Design pet2001ps2kbd_flat, sky130hd; sources not shown.
### Logic cells by family, run 1

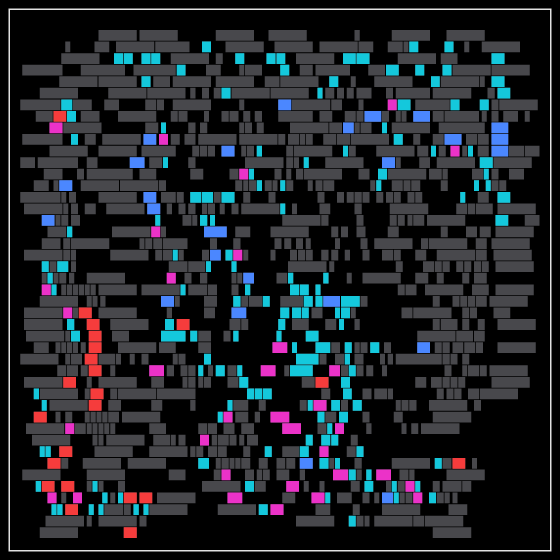
Cyan is NOR gates, cells 156, most used nor2_1, where spread over the die. Blue is AND-OR and OR-AND gates, cells 25. Red is XOR/XNOR gates, cells 22, most used xnor2_1. Magenta is AND and OR gates, cells 33.
combinational share of cell area: 0.4605
dominant logic cell type in the layout: dfrtp_1

### Routing congestion map, run 1

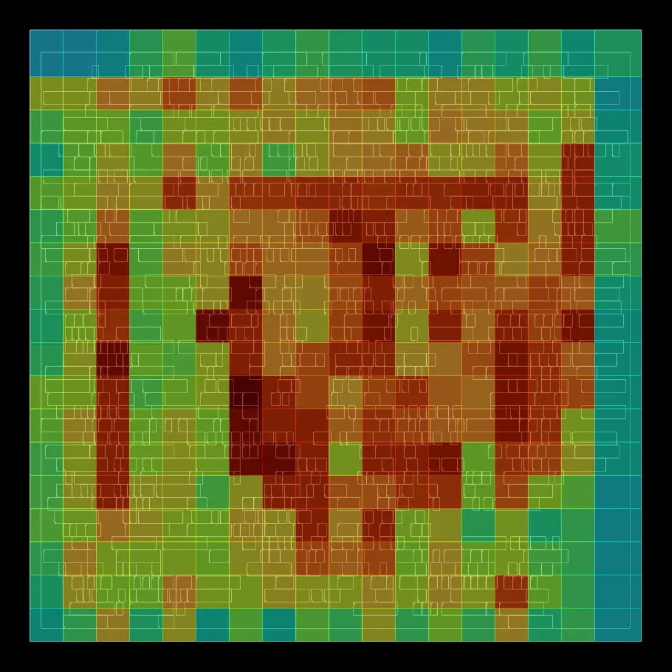
met2 usage: 0.4526
busiest grt layer: met2
fin util: 0.5668
Total Routing Usage GR: 0.2988

### Met2 routing, run 1

Scale bar: 50 um.
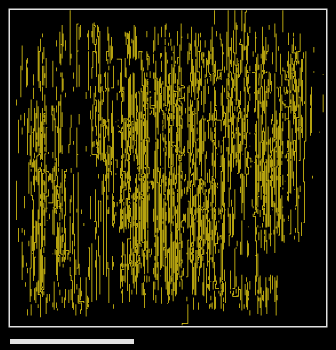
The layer holds 45% of the routed length. 746 nets have wire on it. The longest straight run is 47.3 um. The layer carries 10,400 um of wire. The wires run mostly vertical.
final wirelength: 23,150 um
via count: 6,749

==> run_results.csv, run 1 <==
group,metric,value,unit
logic_synthesis,fp_nets,836,
logic_synthesis,common_cells,"dfrtp_1, nand2_1, o21ai_0",
logic_synthesis,synth_warnings,0,
logic_synthesis,synth_area_leader_cell,"dfrtp_1",
logic_synthesis,aoi_share,0.1834,
logic_synthesis,yosys_area,0.007566,mm^2
logic_synthesis,ys_async_sr_fraction,1.000,
job,tool_warnings,29,
logic_synthesis,synth-xor-area-share,0.02547,
placement,gp_congestion,1.036,
logic_synthesis,synth_area,0.007566,mm^2
sta,setup_viol,0,
detailed_routing,routedWlPerCell,22.03,um
floorplanning,fp.coreArea,0.01464,mm^2
sta,worst_pin_slew,1.051,ns
floorplanning,fp-utilization,0.5167,
critical_path,crit_required,4.50,ns
cts,cts_max_level,4,
critical_path,startpoint_type,"register",
global_routing,overflow,0,
status,status,"complete, no violations",
critical_path,end_kind,"register",
placement,dpl.hpwl,17390,um
pwr,leakagePower,0.003592,uW
layout,nets,870,
critical_path,reg2reg_slack,0.40,ns
## run 1: cells by family (layout without fill, tap and decap cells)
kind of cell             Yosys count  in the layout
multiplexers                      24             24
AND-OR/OR-AND                    218            218
adder cells (fa/ha/maj)            8              8
AND/OR/NAND/NOR                  331            331
flip-flops                       135            135
other                              1              1
XOR/XNOR                          22             22
buffers and inverters             81            128
## run 1: metrics by stage
step                worst slack, ns    util  cell area [um^2]  cells
floorplan                     1.460       -              7567    820
global placement             0.2601  0.5414              7928   1017
detailed placement           0.4852  0.5438              7964   1018
CTS                          0.4351  0.5664              8294   1051
global route                 0.2841  0.5668              8300   1051
finish                       0.4003  0.5668              8300   1051
## run 1: layout make-up
| cell class | instances | area (um^2) | share of cell area |
|---|---|---|---|
| timing repair buffer | 15 | 167.7 | 0.02020 |
| sequential | 135 | 3388 | 0.4082 |
| clock buffer | 17 | 127.6 | 0.01538 |
| tap | 184 | 230.2 | 0.02774 |
| multi-input combinational | 604 | 3822 | 0.4605 |
| inverter | 18 | 67.56 | 0.008140 |
| clock inverter | 15 | 192.7 | 0.02321 |
| buffer | 63 | 304.0 | 0.03663 |
## run 1: critical path, stage by stage, from the launching register on
cell and delay, ns:
dfrtp_1 0.42, buf_2 0.25, buf_2 0.27, nand2b_1 0.15, nor4_1 0.84, nand3_1 0.35, nand4_2 0.24, o211ai_2 0.22
nor4b_1 0.56, o22a_1 0.20
## run 1: layout by cell type (no fill, tap or decap), drive strengths merged, types with 25 or more instances in the layout
master	count
dfrtp	130
nand2	79
nand3	32
nor2b	41
buf	27
o21ai	77
nor2	63
clkbuf	54
a21oi	55
nor3	25
## run 1: routing by layer
| metal | track usage | vias to the layer above | share of wire |
|---|---|---|---|
| met5 | 0 | - | 0 |
| met4 | 0.1655 | 0 | 0.059 |
| met3 | 0.07370 | 99 | 0.081 |
| met2 | 0.4526 | 318 | 0.45 |
| met1 | 0.3959 | 3295 | 0.41 |
| li1 | - | 3037 | - |
## run 1: where the power goes
group	switching (uW)	leakage [uW]	internal, uW
Sequential	22.9	0.00186	1390
Clock	558	0.000169	449
Combinational	55.6	0.00156	37.5
### Metal 3, run 1

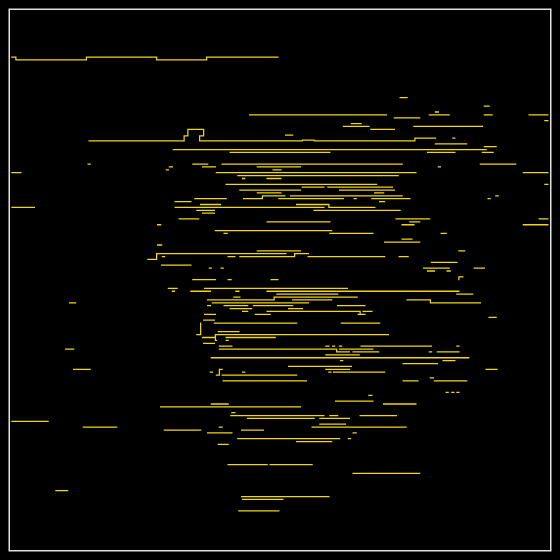

==> run 2: changes to the inputs <==
SKIP_CTS_REPAIR_TIMING = 1   (was default)
### Metal 3, run 2

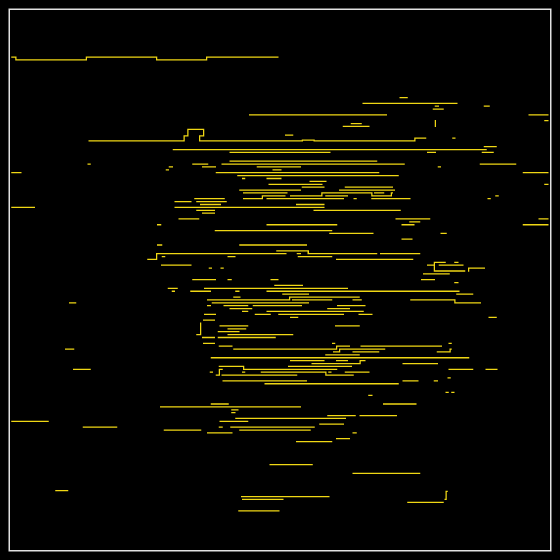
The longest straight run is 73.6 um. The wires run mostly horizontal. 128 nets have wire on it.
final wirelength: 23,190 um
met3 Track Usage GR: 0.07370
via count: 6,764

==> run_results.csv, run 2 <==
group,metric,value,unit
critical_path,slowest_stage,"nor4_1",
layout,mostFrequentLayoutCell,"dfrtp_1",
critical_path,crit_required,4.50,ns
pwr,leakagePower,0.003592,uW
layout,layout.area.comb,0.003822,mm^2
logic_synthesis,fp_nets,836,
critical_path,crit_chain,"buf_2 -> buf_2 -> nand2b_1 -> nor4_1 -> nand3_1 -> nand4_2 -> o211ai_2 -> nor4b_1 -> o22a_1",
logic_synthesis,synth_area_leader_cell,"dfrtp_1",
detailed_routing,routedWlPerCell,22.07,um
logic_synthesis,synth_area,0.007566,mm^2
logic_synthesis,synth_warnings,0,
layout,nets,870,
sta,setup_viol,0,
job,tool_warnings,29,
layout,postLayoutCoreUtil,0.5668,
layout,ff_latch_area,0.003388,mm^2
layout,layout_top_cells,"dfrtp_1, nand2_1, o21ai_0, nor2_1, a21oi_1",
critical_path,crit_path_max_incr_delay,0.88,ns
placement,gp_congestion,1.036,
critical_path,cpMostUsedCell,"buf_2",
status,status,"complete, no violations",
run 2: cell counts in the layout (fill, tap and decap cells not counted):
No cell type changed its count.
run 2: layer usage:
metal	GRT usage	part of all wire	vias up	routed length [um]
met4	0.1655	0.056	0	1302
met2	0.4513	0.45	334	10370
met3	0.07370	0.083	96	1935
li1	-	-	3033	-
met5	0	0	-	0
met1	0.3959	0.41	3301	9588
run 2: cells by family (layout without fill, tap and decap cells):
kind of cell / count (synthesis) / in the layout / synth area share
adders and majority gates: 8 / 8 / 0.01323
muxes: 24 / 24 / 0.04548
AOI/OAI and AO/OA: 218 / 218 / 0.1834
xor gates and xnor gates: 22 / 22 / 0.02547
and+or+nand+nor: 331 / 331 / 0.2355
other: 1 / 1 / 0.0004956
buffers and inverters: 81 / 128 / 0.04912
DFF: 135 / 135 / 0.4473
run 2: report_power, final:
part           internal (uW)  total [uW]  leakage (uW)  switching (uW)
clock                    449        1010      0.000169             560
combinational           37.5        93.1       0.00156            55.7
sequential              1390        1420       0.00186            22.9
total                   1880        2520       0.00359             638
run 2: per-stage QoR:
step,setup slack (ns),power [uW],instances
floorplan,1.460,1500,820
global placement,0.2601,1526,1017
detailed placement,0.4852,1536,1018
CTS,0.4351,2539,1050
global route,0.2841,2609,1051
finish,0.3358,2517,1051
run 2: cell type report:
type | count | area share
tap | 184 | 0.02774
buffer | 63 | 0.03663
sequential | 135 | 0.4082
multi-input combinational | 604 | 0.4605
clock buffer | 17 | 0.01538
clock inverter | 15 | 0.02321
inverter | 18 | 0.008140
timing repair buffer | 15 | 0.02020
run 2: worst max-delay path, delay by kind of cell (launching register included):
kind	cells	cell delay, ns
buffers and inverters	2	0.54
AND/OR/NAND/NOR	5	2.20
flip-flops	1	0.42
AND-OR/OR-AND	2	0.43
No activity file was given, so power comes from the tool's default toggle rates.
